## src/rtl/vga_timing_pkg.sv

```systemverilog
// Shared VGA 800x600@60 timing constants and helpers, used by the timing
// generator and by the downstream delay and draw stages.
package vga_timing_pkg;

  localparam int HCOUNT_W = 11;
  localparam int VCOUNT_W = 10;

  localparam int H_VISIBLE_DEF = 800;
  localparam int H_FP_DEF      = 40;
  localparam int H_SYNC_DEF    = 128;
  localparam int H_BP_DEF      = 88;

  localparam int V_VISIBLE_DEF = 600;
  localparam int V_FP_DEF      = 1;
  localparam int V_SYNC_DEF    = 4;
  localparam int V_BP_DEF      = 23;

  localparam bit SYNC_POL_DEF  = 1'b1;

  localparam int H_TOTAL_DEF = H_VISIBLE_DEF + H_FP_DEF + H_SYNC_DEF + H_BP_DEF;
  localparam int V_TOTAL_DEF = V_VISIBLE_DEF + V_FP_DEF + V_SYNC_DEF + V_BP_DEF;

  typedef logic [HCOUNT_W-1:0] hcount_t;
  typedef logic [VCOUNT_W-1:0] vcount_t;

  // Decoded per-pixel flags, all describing the same (hcount, vcount).
  typedef struct packed {
    logic hsync;
    logic vsync;
    logic hblnk;
    logic vblnk;
  } vga_decode_t;

  function automatic int axis_total(input int visible, input int fp,
                                    input int sync, input int bp);
    return visible + fp + sync + bp;
  endfunction

  // True when value lies in [lo, lo+len).
  function automatic logic in_window(input int value, input int lo, input int len);
    return (value >= lo) && (value < lo + len);
  endfunction

endpackage

```

## src/rtl/vga_timing.sv

```systemverilog
// VGA raster timing generator: pixel/line counters with sync and blanking
// decoded from the next-count values so every output is registered with zero skew.
module vga_timing
  import vga_timing_pkg::*;
#(
  parameter int H_VISIBLE = H_VISIBLE_DEF,
  parameter int H_FP      = H_FP_DEF,
  parameter int H_SYNC    = H_SYNC_DEF,
  parameter int H_BP      = H_BP_DEF,
  parameter int V_VISIBLE = V_VISIBLE_DEF,
  parameter int V_FP      = V_FP_DEF,
  parameter int V_SYNC    = V_SYNC_DEF,
  parameter int V_BP      = V_BP_DEF,
  parameter bit SYNC_POL  = SYNC_POL_DEF
) (
  input  logic                clk,
  input  logic                rst,
  input  logic                en,
  output logic [HCOUNT_W-1:0] hcount,
  output logic [VCOUNT_W-1:0] vcount,
  output logic                hsync,
  output logic                vsync,
  output logic                hblnk,
  output logic                vblnk,
  output logic                frame_start
);

  localparam int H_TOTAL = axis_total(H_VISIBLE, H_FP, H_SYNC, H_BP);
  localparam int V_TOTAL = axis_total(V_VISIBLE, V_FP, V_SYNC, V_BP);

  localparam hcount_t H_LAST = HCOUNT_W'(H_TOTAL - 1);
  localparam vcount_t V_LAST = VCOUNT_W'(V_TOTAL - 1);

  localparam int H_SYNC_START = H_VISIBLE + H_FP;
  localparam int V_SYNC_START = V_VISIBLE + V_FP;

  if (H_TOTAL > (1 << HCOUNT_W) || H_TOTAL < 1) begin : g_h_total_check
    $error("vga_timing: horizontal total does not fit the 11-bit pixel counter");
  end
  if (V_TOTAL > (1 << VCOUNT_W) || V_TOTAL < 1) begin : g_v_total_check
    $error("vga_timing: vertical total does not fit the 10-bit line counter");
  end

  hcount_t     hcount_nxt;
  vcount_t     vcount_nxt;
  logic        h_wrap;
  logic        v_wrap;
  vga_decode_t dec_nxt;

  always_comb begin
    h_wrap     = (hcount == H_LAST);
    v_wrap     = (vcount == V_LAST);
    hcount_nxt = hcount + HCOUNT_W'(1);
    vcount_nxt = vcount;
    if (h_wrap) begin
      hcount_nxt = '0;
      vcount_nxt = v_wrap ? '0 : vcount + VCOUNT_W'(1);
    end
  end

  // Decode the pixel the counters are about to move to, so flags land with it.
  always_comb begin
    dec_nxt.hblnk = int'(hcount_nxt) >= H_VISIBLE;
    dec_nxt.vblnk = int'(vcount_nxt) >= V_VISIBLE;
    dec_nxt.hsync = in_window(int'(hcount_nxt), H_SYNC_START, H_SYNC) ? SYNC_POL : ~SYNC_POL;
    dec_nxt.vsync = in_window(int'(vcount_nxt), V_SYNC_START, V_SYNC) ? SYNC_POL : ~SYNC_POL;
  end

  always_ff @(posedge clk or negedge rst) begin
    if (!rst) begin
      hcount      <= '0;
      vcount      <= '0;
      hblnk       <= 1'b0;
      vblnk       <= 1'b0;
      hsync       <= ~SYNC_POL;
      vsync       <= ~SYNC_POL;
      frame_start <= 1'b0;
    end else begin
      // Only a real wrap to (0,0) pulses; leaving reset at (0,0) does not.
      frame_start <= en && h_wrap && v_wrap;
      if (en) begin
        hcount <= hcount_nxt;
        vcount <= vcount_nxt;
        hblnk  <= dec_nxt.hblnk;
        vblnk  <= dec_nxt.vblnk;
        hsync  <= dec_nxt.hsync;
        vsync  <= dec_nxt.vsync;
      end
    end
  end

endmodule

```

## config.mk

```make
export PLATFORM = sky130hd
export DESIGN_NAME = vga_timing
export DESIGN_NICKNAME = d
export VERILOG_FILES = /design/src/rtl/vga_timing_pkg.sv /design/src/rtl/vga_timing.sv
export SDC_FILE = /design/constraint.sdc
export NUM_CORES = 1
export LEC_CHECK = 0
export CAP_MARGIN = 10
export CORE_UTILIZATION = 45
export CTS_CLUSTER_DIAMETER = 40
export DETAILED_ROUTE_END_ITERATION = 10
export GPL_TIMING_DRIVEN = 0
export PLACE_DENSITY = 0.7
export RECOVER_POWER = 50
export SYNTH_ARGS = -nofsm -noshare
export SYNTH_HDL_FRONTEND = slang
export SYNTH_SLANG_ARGS = --single-unit
```

## constraint.sdc

```tcl
create_clock -name clk -period 3.13 [get_ports clk]
set_input_delay 0.626 -clock clk [delete_from_list [all_inputs] [get_ports clk]]
set_output_delay 0.626 -clock clk [all_outputs]
set_load 0.03 [all_outputs]
```

==> flow_metrics.py <==
# Generated from Yosys and OpenROAD reports
metrics = {
    "outcome": {
        "run_status": "finished, final reports clean",
    },
    "yosys": {
        "yosys_register_bits": 26,
        "ys_warn_count": 0,
        "ys.flop_type": "sky130_fd_sc_hd__dfrtp_1",
        "synth_sequential_area_ratio_pct": 38.7,
        "netlist-cell-type-count": 51,
        "synthesis.instances": 189,
        "edf_count": 0,
    },
    "floorplanning": {
        "die_w_um": 63.1,
        "std_cell_rows": 21,
    },
    "setup_path": {
        "critical_path.top_delay_family": "simple AND/OR/NAND/NOR gates",
        "cp_num_buf_inv": 2,
        "critPathLaunchType": "flip-flop",
        "worstSetupPathDepth": 9,
        "timing.critical_path.to_type": "flip-flop",
        "critical-path-slowest-cell": "sky130_fd_sc_hd__or4_1",
    },
    "clocking": {
        "postCtsSetupRepairBufs": 0,
        "cts_hold_buffers": 0,
    },
    "drt": {
        "post-route-drc-count": 0,
        "detailedRoute.firstIterationViolations": 106,
        "ant_nets": 0,
    },
    "layout": {
        "n_clock_buffer": 4,
        "layout.sequential_cells": 26,
        "multiInputGateArea_um2": 923,
        "fin_util_pct": 59.3,
        "seq_cell_area_um2": 651,
    },
    "global_route": {
        "grt_first_pass_wirelength_mm": 6.80,
        "vias_in_the_first_global_route": 1387,
        "grt-ovfl-total": 0,
    },
    "placement": {
        "place_ws_ns": 0.488,
    },
    "timing": {
        "timing_worst_slew_pin_value_ns": 1.01,
        "finClkSkew_ns": 0.00430,
    },
    "pwr": {
        "power.leakage_uw": 0.000815,
    },
}
-- flip-flops by register name, summed over array words and instances, names as in the netlist --
name,flops
vsync,1
vcount,10
frame_start,1
hcount,11
hsync,1
hblnk,1
vblnk,1
-- cells in the mapped netlist, types with 2 or more instances --
library cell | number | area share [%]
sky130_fd_sc_hd__and2_1 | 3 | 1.1
sky130_fd_sc_hd__mux2i_1 | 2 | 1.2
sky130_fd_sc_hd__o21ai_0 | 14 | 4.2
sky130_fd_sc_hd__xor2_1 | 3 | 1.6
sky130_fd_sc_hd__ha_1 | 2 | 1.5
sky130_fd_sc_hd__clkbuf_1 | 7 | 1.6
sky130_fd_sc_hd__buf_6 | 2 | 1.3
sky130_fd_sc_hd__mux2_2 | 2 | 1.3
sky130_fd_sc_hd__nand2b_1 | 4 | 1.5
sky130_fd_sc_hd__o311ai_0 | 2 | 1.0
sky130_fd_sc_hd__a31oi_1 | 5 | 1.9
sky130_fd_sc_hd__a21oi_1 | 4 | 1.2
sky130_fd_sc_hd__o211ai_1 | 2 | 0.89
sky130_fd_sc_hd__o21a_1 | 2 | 0.89
sky130_fd_sc_hd__nand2_1 | 26 | 5.8
sky130_fd_sc_hd__nor4b_1 | 2 | 1.0
sky130_fd_sc_hd__xnor2_1 | 13 | 6.8
sky130_fd_sc_hd__or3_1 | 2 | 0.74
sky130_fd_sc_hd__nor2_1 | 11 | 2.5
sky130_fd_sc_hd__inv_1 | 6 | 1.3
sky130_fd_sc_hd__o31ai_1 | 3 | 1.3
sky130_fd_sc_hd__dfrtp_1 | 26 | 39
sky130_fd_sc_hd__and3_1 | 3 | 1.1
sky130_fd_sc_hd__nand4_1 | 5 | 1.9
sky130_fd_sc_hd__nor3_1 | 6 | 1.8
sky130_fd_sc_hd__nand3_1 | 7 | 2.1
-- metrics by stage --
| step | instance area, um2 | std cells | total power, uW | hold WS (ns) |
|---|---|---|---|---|
| global placement | 2010 | 262 | 945 | 0.486 |
| floorplan | 1680 | 189 | 781 | 0.330 |
| global route | 2060 | 267 | 1250 | 0.571 |
| detailed placement | 2010 | 262 | 960 | 0.519 |
| finish | 2060 | 267 | 1170 | 0.535 |
| CTS | 2060 | 266 | 1180 | 0.545 |
-- cell families (layout without fill, tap and decap cells) --
group           count (synthesis)  in the layout  share of synthesized area, %
simple gates                   82             82                          27.0
compound gates                 40             40                          15.9
xor+xnor                       16             16                          8.34
buf+inv                        19             51                          6.11
flops                          26             26                          38.7
fa+ha+maj                       2              2                          1.49
mux                             4              4                          2.53
-- worst min-delay path by stage --
stage / endpoint / slack (ns) / cells past startpoint
after floorplan: frame_start / 0.33 / 0
after global placement: hblnk / 0.49 / 1
after detailed placement: hblnk / 0.52 / 1
after CTS: hsync / 0.54 / 2
after global routing: hsync / 0.57 / 2
final: hsync / 0.53 / 2
-- per-layer routing --
metal	global-route usage, %	part of all wire, %	vias to the layer above
met5	0	0	-
li1	-	-	741
met3	3.08	4.0	2
met2	33.5	46	35
met4	3.20	0.32	0
met1	31.8	49	734
-- report_power, final --
group	internal, uW	total, uW	switching [uW]	leakage (uW)
combinational	207	478	271	0.000444
clock	112	218	106	0.0000288
sequential	391	470	79.1	0.000342
total	710	1170	456	0.000815
Figure 1. I/O nets highlighted.
(4 px per um)
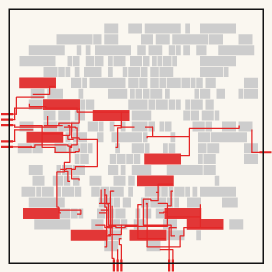
- red: hcount (bits 11; direction output; edge 5 bottom, 5 left, 1 right; end cells 11; buffers 11; wire 513 um)
Port-buffer cells: 27
IO Pins: 29

Figure 2. Metal layers overlaid.
(4 px per um) Two of the layers only.
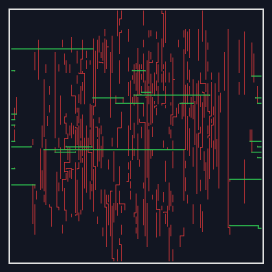
- green: M3 (wire length 151 um)
- red: M2 (wire length 1750 um)
post-detailed-routing wire length: 3.78 mm
Global Route Usage Sum: 21.4%
WL/cell: 14.1 um
via total after detailed routing: 1512

Power and IR drop assume default switching activity.
